class_map.png
Scale bar: 20 µm.
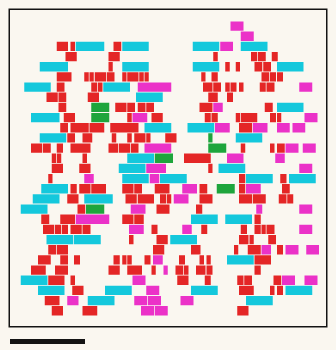
port_trees.png
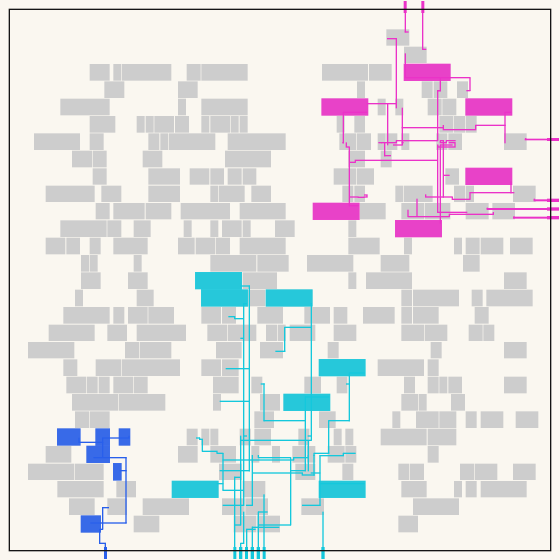
route_heat.png
Scale bar: 20 µm. The die is cut into 17 by 17 equal tiles; dark purple is low, yellow is high, scaled to the fullest tile. Values are wire area over tile area, all layers added.
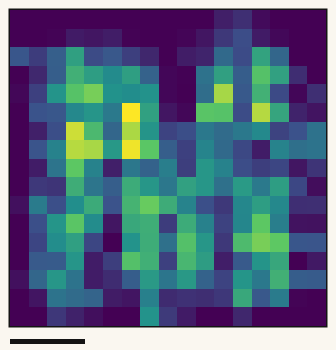
sizing.png
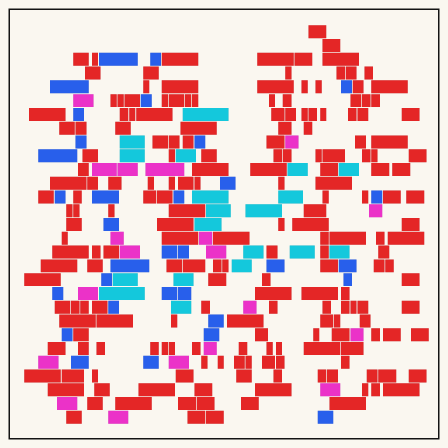
==> src/rtl/stopwatch_counter.sv <==
// -----------------------------------------------------------------------------
// stopwatch_counter
//
// Time base and digit counter for the stopwatch datapath. A prescaler divides
// the system clock down to one centisecond. Each prescaler wrap advances a
// csec/sec/min digit chain, which wraps freely from 59:59.99 to 00:00.00.
// Counting pauses while i_run_on is low. While i_clr_on is high, everything is
// forced to zero. Every output comes straight from a register.
//
// Parameters:
//   CLK_HZ   system clock frequency in Hz
//   TICK_HZ  count rate in Hz (100 = one centisecond).
//            CLK_HZ / TICK_HZ must be at least 2.
//
// Ports:
//   clk          system clock, all logic on posedge
//   reset        synchronous, active-high reset
//   i_run_on     level: count while high, hold while low
//   i_clr_on     level: zero everything while high (wins over i_run_on)
//   o_csec       centiseconds 0..99
//   o_sec        seconds 0..59
//   o_min        minutes 0..59
//   o_tick       one-cycle pulse, coincident with each new count value
//   o_rollover   one-cycle pulse on the 59:59.99 -> 00:00.00 wrap
//
// Optional feature, enabled by defining the macro STOPWATCH_LAP_EN:
//   i_lap        lap request level; a rising edge captures the digits
//   o_lap_csec   captured centiseconds
//   o_lap_sec    captured seconds
//   o_lap_min    captured minutes
//   o_lap_valid  high once a lap has been captured (cleared by clear/reset)
// -----------------------------------------------------------------------------
module stopwatch_counter #(
   parameter int CLK_HZ  = 100_000_000,
   parameter int TICK_HZ = 100
) (
   input  logic       clk,
   input  logic       reset,
   input  logic       i_run_on,
   input  logic       i_clr_on,
   output logic [6:0] o_csec,
   output logic [5:0] o_sec,
   output logic [5:0] o_min,
   output logic       o_tick,
   output logic       o_rollover
`ifdef STOPWATCH_LAP_EN
   ,
   input  logic       i_lap,
   output logic [6:0] o_lap_csec,
   output logic [5:0] o_lap_sec,
   output logic [5:0] o_lap_min,
   output logic       o_lap_valid
`endif
);

   localparam int DIV = CLK_HZ / TICK_HZ;
   localparam int PW  = (DIV > 1) ? $clog2(DIV) : 1;

   localparam logic [PW-1:0] PRESC_LAST = PW'(DIV - 1);
   localparam logic [PW-1:0] PRESC_ONE  = PW'(1);

   // ---------------------------------------------------------------------
   // Prescaler and digit chain
   // ---------------------------------------------------------------------
   logic [PW-1:0] presc_q, presc_d;
   logic [6:0]    csec_q,  csec_d;
   logic [5:0]    sec_q,   sec_d;
   logic [5:0]    min_q,   min_d;
   logic          tick_q,  tick_d;
   logic          roll_q,  roll_d;

   always_comb begin
      presc_d = presc_q;
      csec_d  = csec_q;
      sec_d   = sec_q;
      min_d   = min_q;
      tick_d  = 1'b0;
      roll_d  = 1'b0;

      if (i_clr_on) begin
         presc_d = '0;
         csec_d  = '0;
         sec_d   = '0;
         min_d   = '0;
      end else if (i_run_on) begin
         if (presc_q == PRESC_LAST) begin
            // Prescaler wrap: the new count value and its tick pulse
            // become visible together after this edge.
            presc_d = '0;
            tick_d  = 1'b1;
            if (csec_q == 7'd99) begin
               csec_d = '0;
               if (sec_q == 6'd59) begin
                  sec_d = '0;
                  if (min_q == 6'd59) begin
                     min_d  = '0;
                     roll_d = 1'b1;
                  end else begin
                     min_d = min_q + 6'd1;
                  end
               end else begin
                  sec_d = sec_q + 6'd1;
               end
            end else begin
               csec_d = csec_q + 7'd1;
            end
         end else begin
            presc_d = presc_q + PRESC_ONE;
         end
      end
      // Pause: prescaler and digits hold, so the partial prescaler count
      // is kept and the next tick comes DIV - presc_q run cycles later.
   end

   always_ff @(posedge clk) begin
      if (reset) begin
         presc_q <= '0;
         csec_q  <= '0;
         sec_q   <= '0;
         min_q   <= '0;
         tick_q  <= 1'b0;
         roll_q  <= 1'b0;
      end else begin
         presc_q <= presc_d;
         csec_q  <= csec_d;
         sec_q   <= sec_d;
         min_q   <= min_d;
         tick_q  <= tick_d;
         roll_q  <= roll_d;
      end
   end

   assign o_csec     = csec_q;
   assign o_sec      = sec_q;
   assign o_min      = min_q;
   assign o_tick     = tick_q;
   assign o_rollover = roll_q;

`ifdef STOPWATCH_LAP_EN
   // ---------------------------------------------------------------------
   // Lap capture
   // ---------------------------------------------------------------------
   logic       lap_prev_q,  lap_prev_d;
   logic [6:0] lap_csec_q,  lap_csec_d;
   logic [5:0] lap_sec_q,   lap_sec_d;
   logic [5:0] lap_min_q,   lap_min_d;
   logic       lap_valid_q, lap_valid_d;

   always_comb begin
      // The previous value is still tracked during clear. A request
      // that rises while clear is high is therefore consumed there, and
      // does not fire later when clear drops.
      lap_prev_d  = i_lap;
      lap_csec_d  = lap_csec_q;
      lap_sec_d   = lap_sec_q;
      lap_min_d   = lap_min_q;
      lap_valid_d = lap_valid_q;

      if (i_clr_on) begin
         lap_csec_d  = '0;
         lap_sec_d   = '0;
         lap_min_d   = '0;
         lap_valid_d = 1'b0;
      end else if (i_lap && !lap_prev_q) begin
         // Capture the post-edge digits, so a tick on this same edge
         // is included in the lap time.
         lap_csec_d  = csec_d;
         lap_sec_d   = sec_d;
         lap_min_d   = min_d;
         lap_valid_d = 1'b1;
      end
   end

   always_ff @(posedge clk) begin
      if (reset) begin
         lap_prev_q  <= 1'b0;
         lap_csec_q  <= '0;
         lap_sec_q   <= '0;
         lap_min_q   <= '0;
         lap_valid_q <= 1'b0;
      end else begin
         lap_prev_q  <= lap_prev_d;
         lap_csec_q  <= lap_csec_d;
         lap_sec_q   <= lap_sec_d;
         lap_min_q   <= lap_min_d;
         lap_valid_q <= lap_valid_d;
      end
   end

   assign o_lap_csec  = lap_csec_q;
   assign o_lap_sec   = lap_sec_q;
   assign o_lap_min   = lap_min_q;
   assign o_lap_valid = lap_valid_q;
`endif

endmodule

==> config.mk <==
export PLATFORM = sky130hd
export DESIGN_NAME = stopwatch_counter
export DESIGN_NICKNAME = d
export VERILOG_FILES = /design/src/rtl/stopwatch_counter.sv
export SDC_FILE = /design/constraint.sdc
export NUM_CORES = 1
export LEC_CHECK = 0
export CELL_PAD_IN_SITES_DETAIL_PLACEMENT = 0
export CELL_PAD_IN_SITES_GLOBAL_PLACEMENT = 2
export CORE_MARGIN = 1.5
export CORE_UTILIZATION = 29
export CTS_CLUSTER_SIZE = 14
export DETAILED_ROUTE_END_ITERATION = 12
export GPL_TIMING_DRIVEN = 0
export PLACE_DENSITY_LB_ADDON = 0.1
export SLEW_MARGIN = 5
export SYNTH_ARGS = -nofsm -noshare
export SYNTH_HDL_FRONTEND = slang
export SYNTH_SLANG_ARGS = --single-unit
==> constraint.sdc <==
create_clock -name clk -period 2.05 [get_ports clk]
set_input_delay 0.41 -clock clk [delete_from_list [all_inputs] [get_ports clk]]
set_output_delay 0.41 -clock clk [all_outputs]
set_load 0.03 [all_outputs]
==> run summary <==
Figures from the flow reports.

Outcome:
- The run finished, with violations left.
- The checks that failed: negative setup slack.

Routing:
- Per the detail_route report, the via count comes to 1710.
- The run puts the number of antenna-violating nets in the routed design at 0.
- The final layout contains routed wiring with a total length of between 4000 and 5000 µm.
- The run puts the violation count after the first detailed-routing iteration at 27.
- The run puts the detail-routed via count per cell at 4.914.
- Per the detail_route log, met3 wirelength is 140 µm.
- The run gives the post-route met1 wirelength as 2169 µm.
- In the detailed route, the total length drawn on met2 is 2195 µm.
- Per the detail_route report, DRC violations left total 0.
- In this run the top signal layer used is met4.
- The run puts the number of iterations in the first detailed-routing pass at 4.
- The run gives the detail-routed net length per standard cell as 13.14 µm.

Clock tree:
- CTS placed an instance of clkbuf_8 at the clock tree root.
- The run gives the insertion delay to the later sink of the worst-skew pair as 0.29 ns.
- In this run the deepest clock path goes through 2 buffers.
- TritonCTS built the clock tree.
- The run gives the count of cells resized by post-cts repair as 19.
- The run puts the number of buffers added by the clock tree synthesis step at 5.
- The run gives the number of levels in the clock H-tree as 2.
- The run puts the hold buffer count at CTS at 0.
- The clock net in this run drives a total of 41 sinks.
- The run gives the clock transition at the register clock pins on the worst setup and hold paths after CTS as 0.08 ns.
- The run gives the number of post-CTS setup repair buffers as 9.

GRT:
- The run gives the met3 track demand over resource in global routing as 0.03441.
- Routing resource usage on met2 recorded by global route was 0.2085.
- After global routing, the most crowded layer is met2.
- The run gives the pin count of the biggest net entering global routing as 12.
- The run gives the via count of the first global-routing pass as ~1600.
- The run puts the global routing usage summed across all routing layers at 0.1288.
- The run puts the initial antenna violation count at 0.
- The run gives the global route total overflow as 0.
- For this run, global-route usage on met1 was measured as 0.1658.

Final timing:
- The final timing report gives a worst setup slack of -0.1135 ns.
- The run puts the upper clock frequency limit at 0.4622 GHz.
- Across the routed clock network, the largest skew measured is 0.006071 ns.
- The run puts the minimum hold slack at roughly 0.51 ns.
- The run gives the setup-violating endpoint count in the final report as 15.
- The run puts the number of pins with negative max-slew slack in the final report at 0.
- Endpoints failing hold in the final report were tallied at 0.
- The run puts the final period utilization at 1.055.
- At the pin with the least slew margin, the transition time is 0.5741 ns.
- Setup repair after global routing could not meet its margin everywhere.
- The run gives the sum of negative setup slack as -0.8482 ns.
- The run gives the worst max-slew margin expressed relative to the limit as 0.6158.

Power:
- The final power report lists total power as 1.392 mW.
- The run gives the net switching component of the power as 300.0 µW.
- The run puts the power in the clock group at 535 µW.
- Of the total power, the share spent switching nets is 0.2155.
- The run gives the power per standard cell area as 515.9 mW/mm².
- Of the total power, the clock network draws 0.384.
- The share of total power dissipated in combinational logic is 0.043.
- The run puts the total sequential power at 798 µW.
- For this design the static power due to leakage is between 0.8 and 0.9 nW.
- The group that draws the most power in this run is registers.
- The run puts the cell-internal power at 1.092 mW.
- The combinational power reported by the tool is 59.3 µW.
- The run puts the worst IR drop on VDD at 372.6 µV.
- The share of total power dissipated in sequential elements is 0.573.

Critical path:
- Across all register-to-register paths, the minimum setup slack is -0.11 ns.
- The run gives the beginning of the critical path as presc_q[6].
- The run gives the data required time of the critical path as 2.27 ns.
- STA classifies the critical path endpoint as a register.
- Per the OpenROAD timing report, the critical path contains 6 cells.
- The run gives the highest net fanout along the worst path as 4.
- On the critical path the largest part of the delay comes from simple AND/OR/NAND/NOR gates.
- The timing report gives the biggest stage delay along the critical path as 0.54 ns.
- The run gives the terminus of the critical flop-to-flop path as o_min[2].
- STA lists the startpoint of the worst register-to-register path as presc_q[6].
- The run gives the startpoint kind of the worst setup timing path as a register.
- The run gives the total buffers and inverters traversed by the critical path as 1.
- The run gives the worst setup path endpoint as o_min[2].
- Walking the worst path, the cells encountered are or4_4, nor4_4, buf_6, nand4_1, or4b_1, a21oi_1.
- Counting cells, the worst reg-to-reg path comes to 6.
- The run puts the endpoint arrival time on the critical path at 2.39 ns.
- The critical path is of the register to register type.
- The run gives the critical path's slowest cell as or4_4.

Cells and area:
- The run gives the total number of sequential cells as 41.
- The area taken by sequential standard cells is reported as 825.8 µm².
- The run puts the count of filler cells inserted in the layout at 654.
- The run gives the fraction of cell area in non-clock buffers as 0.1808.
- Of the cells placed in the final design, the portion with a size suffix greater than 1 is 0.2583.
- The run gives the register with the highest flop count as presc_q.
- The run gives the flip-flop count of the largest register, all copies and words added as 20.
- Leaving out the clock tree, the finished layout contains an inverter count of 6.
- The run gives the count of clock buffers in the final design as 7.
- The run gives the most frequent logic cell in the layout as dfxtp_1.
- The run puts the number of multi-input combinational cells in the layout at 171.
- The run puts the total inserted antenna cells at 0.
- The run puts the final standard cell count with taps included and fillers excluded at approximately 350.
- The run puts the logic gate fraction of the total cell area at 0.4372.
- Ranking logic cells in the layout by count gives the top entries dfxtp_1 (37), clkdlybuf4s50_1 (23), nor2_1 (19).
- The run gives the multi-input combinational cell area as 0.001180 mm².
- The run gives the dominant kind of cell as combinational gates.
- The run puts the fraction of area in clock buffers and inverters at 0.03199.
- The run puts the final-stage net count at about 280.

Synthesis:
- The run puts the chip area estimate from yosys synthesis at 0.001928 mm².
- The run gives the number of synthesized flops with an enable pin as 0.
- For reference, the top cells by area after synthesis are dfxtp_1 (43%), nor2_1 (7.0%), xnor2_1 (5.0%).
- The run gives the largest area contributor in the netlist as dfxtp_1.
- The cell-mix breakdown from Yosys lists the compound-gate area share as 0.07917.
- The run gives the dominant kind of combinational cell as simple AND/OR/NAND/NOR gates.
- The run puts the synthesized cell area at ~0.0019 mm².
- The run puts the number of warnings reported in the yosys synthesis log at 0.
- After synthesis, the share of flip-flops with an asynchronous set or reset is 0.
- The run gives the mean instance size in the synthesized netlist as 8.531 µm².
- Yosys instantiated no cell more often than dfxtp_1.
- For reference, the top cells by count after synthesis are dfxtp_1 (41), nor2_1 (36), nand2_1 (18), a21oi_1 (16), nand3_1 (15).
- In this run, the synthesized area fraction spent on xor and xnor cells is recorded as 0.08631.
- Of the post-synthesis cell area, the part taken by muxes is 0.01557.
- In this run, the synthesized area fraction spent on and/or/nand/nor cells is recorded as 0.3284.
- The run gives the fraction of the mapped netlist area in adder cells as 0.02596.
- The run puts the area share of the largest cell type after synthesis at 0.4257.
- The run gives the register bit total from synthesis as 41.
- The run puts the register area share after synthesis at 0.4257.
- Per the synthesis report, the number of distinct cell types is 36.
- The run puts the number of standard cells reported by yosys at about 230.
- The run puts the cell count after synthesis at 226.
- The number of nets handed over by synthesis was 234.
- For this run, the leading register cell type out of synthesis is dfxtp_1.

Place:
- The run puts the placement-stage cell area at 0.002278 mm².
- Prior to clock tree synthesis, the placed netlist has a worst setup slack of -0.7530 ns.
- The run puts the placed instance count at 327.
- The run puts the placer's final routability congestion estimate at 0.7172.
- The run puts the half-perimeter wire length after detailed placement at 2962 µm.

Min path:
- The run gives the type of the worst min-delay path as register to register.
- The run gives the cell count of the worst hold path as 2.
- The worst hold path terminates at o_csec[1].
- The launch point of the worst min-delay path is recorded as o_csec[1].

Floorplan:
- The run puts the floorplan die width at 84.54 µm.
- The run puts the effective utilization at floorplan at 0.3019.
- The die is approximately 85 µm tall.
- After floorplanning, the die was sized to cover between 0.007 and 0.008 mm².
- The run gives the number of tap cells inserted as roughly 77.

Job:
- The run puts the number of OpenROAD warnings at 29.
- The tool flagged a number of max-cap violations equal to 0.
Notes on class_map.png above:
| class | color | cells | share of their area |
|---|---|---|---|
| remaining logic cells | red | 177 | 46% |
| remaining buffers and delay cells | magenta | 46 | 19% |
| clock drivers and dummy loads | green | 7 | 3.3% |
| registers | cyan | 41 | 32% |
Placement Rows: 29
Non-Filler Cell Area, Final: 0.002699 mm²
core utilization of the finished layout: 0.4226
sequential fraction of total cell area: 0.3060
area of the core: 0.006386 mm²

Notes on port_trees.png above:
| port | color | direction | end cells | buffers | wire |
|---|---|---|---|---|---|
| `o_min` | magenta | output | 6 | 6 | 245 µm |
| `o_csec` | cyan | output | 7 | 7 | 344 µm |
| `i_run_on` | blue | input | 6 | 1 | 42.2 µm |
Buffers on Ports: 24
number of top-level pins: 25

Notes on route_heat.png above:
mean over tiles: 0.099
nearly empty tiles: 20%
tiles over half the peak: 25%

Notes on sizing.png above:
| size | color | cells | share |
|---|---|---|---|
| x2 | blue | 32 | 12% |
| x6 and larger | cyan | 19 | 7.0% |
| x1 and smaller | red | 201 | 74% |
| x3 and x4 | magenta | 19 | 7.0% |
area growth from synthesis to layout: 39.97%
Non-CTS buffers: 46
post-layout worst setup margin: -0.1135 ns

No activity file was given, so power comes from the tool's default toggle rates.
